==> config.mk <==
export PLATFORM = sky130hd
export DESIGN_NAME = mem_page_writer_flat
export DESIGN_NICKNAME = d
export VERILOG_FILES = /design/src/rtl/mem_pkg.sv /design/src/rtl/mem_page_writer_if.sv /design/src/rtl/mem_nent_counter.sv /design/src/rtl/mem_page_writer.sv /design/src/flat_wrapper.sv
export SDC_FILE = /design/constraint.sdc
export NUM_CORES = 1
export LEC_CHECK = 0
export CAP_MARGIN = 20
export CORE_MARGIN = 2
export CORE_UTILIZATION = 30
export DETAILED_ROUTE_END_ITERATION = 10
export MAX_ROUTING_LAYER = met4
export PLACE_DENSITY = 0.58
export SLEW_MARGIN = 25
export SYNTH_ARGS = -nofsm -noshare
export SYNTH_HDL_FRONTEND = slang
export SYNTH_HIERARCHICAL = 1
export SYNTH_SLANG_ARGS = --single-unit
==> constraint.sdc <==
create_clock -name clk -period 4.37 [get_ports clk]
set_clock_uncertainty 0.2 [all_clocks]
set_input_delay 0.437 -clock clk [delete_from_list [all_inputs] [get_ports clk]]
set_output_delay 0.437 -clock clk [all_outputs]
set_load 0.02 [all_outputs]
metal_density.png
Bar = 20 µm. The die is cut into 20 by 20 equal tiles; dark blue is low, red is high, scaled to the fullest tile. Values are wire area over tile area, all layers added.
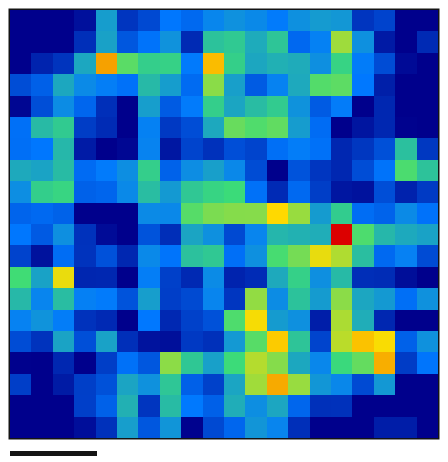
- nearly empty tiles: 14%
- tiles over half the peak: 11%
- mean over tiles: 0.090
- emptiest ninth of the die: south-west
- fullest tile: 0.35
drt total wl: 5570 µm
WL/cell: 13.7 µm
Tot GR Track Use: 12.5%
Via Count: 1829

placement_by_type.png
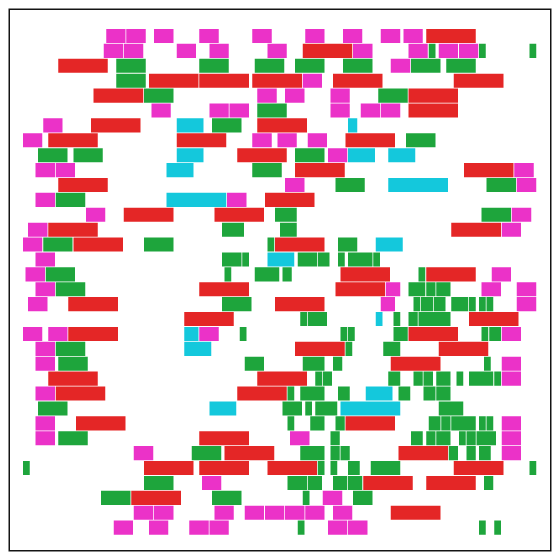
- magenta: other buffers and delay cells (cells 89; share of their area 24%)
- red: flops (cells 57; share of their area 38%)
- green: combinational and other logic (cells 136; share of their area 31%)
- cyan: clock drivers and dummy loads (cells 16; share of their area 6.5%)
fin util: 44.5%
flop share of the area: 36.9%
core area: 8680 µm²
post-route cell area: 3860 µm²
# rows: 34

flops_by_reg.png
Bar = 20 µm. Other sequential cells in the stronger grey, the rest of the logic in the fainter grey.
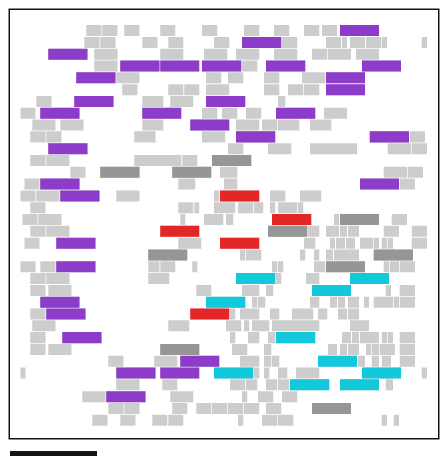
- purple: `u_core/bus.dina` (flops 32; where widely spread)
- cyan: `u_core/u_nent/nent_o` (flops 10)
- red: `u_core/wr_addr_q` (flops 5; where centre)
Sequential Area: 1430 µm²
Seq group: 0.847 mW

congestion.png
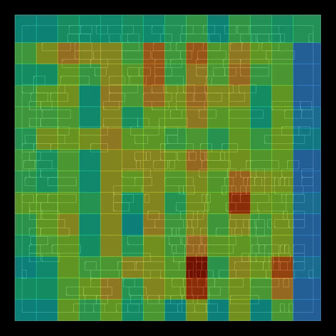
GRT busiest layer: met2
met2 Resource Use GR: 18.2%
GR Util met1: 16.0%
met3 Use GR: 3.55%

wires.png
Bar = 20 µm.
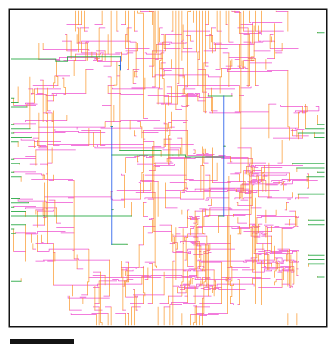
- blue: metal 4 (wire length 78.2 µm)
- orange: metal 2 (wire length 2680 µm)
- magenta: metal 1 (wire length 2540 µm)
- green: metal 3 (wire length 271 µm)

==> run notes <==
run metrics: Congestion Overflow GR=0, Die Wd=98.6 µm, Final Hold Viols=0, IO Count=roughly 96, Hold Crit Class=in2async, Chip Area=9720 µm², Leak=roughly 1.7 nW, Port Buffer Count=87, height of the die=98.6 µm, f_max=about 0.34 GHz, Sink Count=57, vias in the first global route=1919, Post-Syn Area per Cell=between 10 and 15 µm², Final min period=2930 ps, Synth warnings=6, largest net degree at the start of global routing=48, slowest stage delay, CP=680 ps, number of post-CTS setup repair buffers=0, DR DRC count=0, post_cts resized=0, R2R Setup Slk=2340 ps, fp util=30.9%, clk_lat worst skew=330 ps, htree depth=3, Compound Share, Synth=4.10%, root buf cell=clkbuf_8, Layout Cells excl Fill=between 400 and 500, yosys stat area=around 2700 µm², Top cell excl fill/tap=clkdlybuf4s50_1, main logic family after synthesis=multiplexers, nets=336, CTS tree=yes, Area Overhead vs Synth=43.9%, cell count after synthesis=200, first-pass GRT wire length=9310 µm, Cell Area, Synth=2680 µm², largest area contributor in the netlist=dfrtp_1, Post-synth seq share=53.1%, crit-path max FO=7, crit end category=output pin, post-route ant nets=0, status=finished, final reports clean, Log Warnings=28, diode count=0, max reg flops=32, DRT Pass-1 Iters=4, worst-case clock buffer depth=2, DPL Wire Length=between 3000 and 4000 µm, Iteration-0 DRC Markers=59, Slew @ Worst Pin=610 ps, vias per cell=4.50, area share, top type=53.1%, initial antenna violation count=0, Yosys cell types=34, Mux area share=23.1%, top cells, area=dfrtp_1 53%, mux2_4 20%, ha_1 2.8%, routability cong.=0.765, crit path cell chain=clkdlybuf4s50_1 > xor2_1 > nor4_1 > clkdlybuf4s50_1, Slew HR=between 50% and 60%, nature of the critical path startpoint=primary input, Top cells excl fill/tap=87 x clkdlybuf4s50_1, 57 x dfrtp_1, 35 x mux2_4, 20 x nand2_1, Synth Register Bits=57, cell repeated most along the worst path=clkdlybuf4s50_1, # Cells Yosys=about 200, XORs/XNORs by Area=0.979%, critical path data arrival time=2300 ps, fraction of layout cells with a size suffix above 1=roughly 19%, critical path's slowest cell=clkdlybuf4s50_1, Post-Synth Simple-Gate Area=9.88%, FA/HA/MAJ Cells, Area Fraction=2.80%, Reg2Reg Depth=4, RSZ-0062 raised after global routing=no, Tcrit/Tclk final=67.1%, Max-cap violations=0, Worst EP required=roughly 3700 ps, final setup TNS=0 ps, number of setup violations in the final report=0, VDD IR max=~0.27 mV, # hold bufs at CTS=0, Placed Area=roughly 3600 µm², placed cell count=about 390, WS Path Type=in2out, Final Max Slew Viols=0, pwr dens=649 nW/µm², clk slew on worst S/H paths=roughly 70 ps, total CTS buffers=9
## metal layers
layer | routed length, µm | part of all wire, % | global-route usage (%) | up-vias
li1 | - | - | - | 864
met1 | 2540 | 46 | 16.0 | 907
met2 | 2680 | 48 | 18.2 | 48
met3 | 271 | 4.9 | 3.55 | 10
met4 | 78 | 1.4 | 6.32 | 0
met5 | 0 | 0 | - | -
## Yosys cell counts
| cell type | n |
|---|---|
| nand4b_1 | 1 |
| a311o_1 | 1 |
| nor3_4 | 1 |
| nor4_1 | 1 |
| nor2b_1 | 1 |
| inv_1 | 11 |
| a21oi_1 | 7 |
| o31ai_1 | 3 |
| o21ai_1 | 1 |
| dfrtp_1 | 57 |
| mux2_2 | 2 |
| ha_1 | 6 |
| nand3b_1 | 3 |
| nand4bb_1 | 1 |
| nand2b_1 | 4 |
| nor3_1 | 1 |
| mux2_4 | 35 |
| nand2_2 | 1 |
| mux2_1 | 1 |
| conb_1 | 1 |
| clkbuf_1 | 1 |
| nand3_2 | 1 |
| buf_6 | 4 |
| and4bb_1 | 1 |
| mux2i_1 | 6 |
| or3_1 | 3 |
| and3_1 | 1 |
| nand2_1 | 20 |
| nand3_1 | 5 |
| buf_4 | 9 |
| o21ai_0 | 3 |
| o211ai_1 | 3 |
| xor2_1 | 3 |
| or4b_1 | 1 |
## where the power goes
part / internal [mW] / total (mW) / switching [mW]
clock: 0.394 / 0.605 / 0.212
combinational: 0.586 / 1.05 / 0.467
sequential: 0.718 / 0.847 / 0.129
total: 1.70 / 2.51 / 0.808
## per-stage QoR
| stage | hold WS (ps) | power [mW] | worst slack (ps) | util (%) |
|---|---|---|---|---|
| floorplan | 77.2 | 1.46 | 2320 | - |
| global placement | 291 | 1.91 | 1400 | 41.7 |
| detailed placement | 291 | 1.91 | 1410 | 41.7 |
| CTS | 281 | 2.54 | 1410 | 44.5 |
| global route | 310 | 2.65 | 1240 | 44.5 |
| finish | 281 | 2.51 | 1440 | 44.5 |
## cells by family after synthesis
logic type               count (synthesis)
XOR/XNOR                                 3
flip-flops                              57
adder cells (fa/ha/maj)                  6
multiplexers                            44
AND/OR/NAND/NOR                         46
AND-OR/OR-AND                           18
other                                    1
buffers and inverters                   25
## worst max-delay path, delay by kind of cell
kind	cells	cell delay, ps
buffers and inverters	2	1290
and+or+nand+nor	1	370
xor gates and xnor gates	1	200
## final cells by class
cell class | instances | area [µm²]
fillers | 817 | 4820
flip-flops and latches | 57 | 1430
multi-input cells | 125 | 1130
repair buffers | 89 | 886
clock buffers | 11 | 141
well taps | 108 | 135
clock inverters | 5 | 103
inverters | 11 | 43.8
Power is estimated from default activity; no workload was simulated.
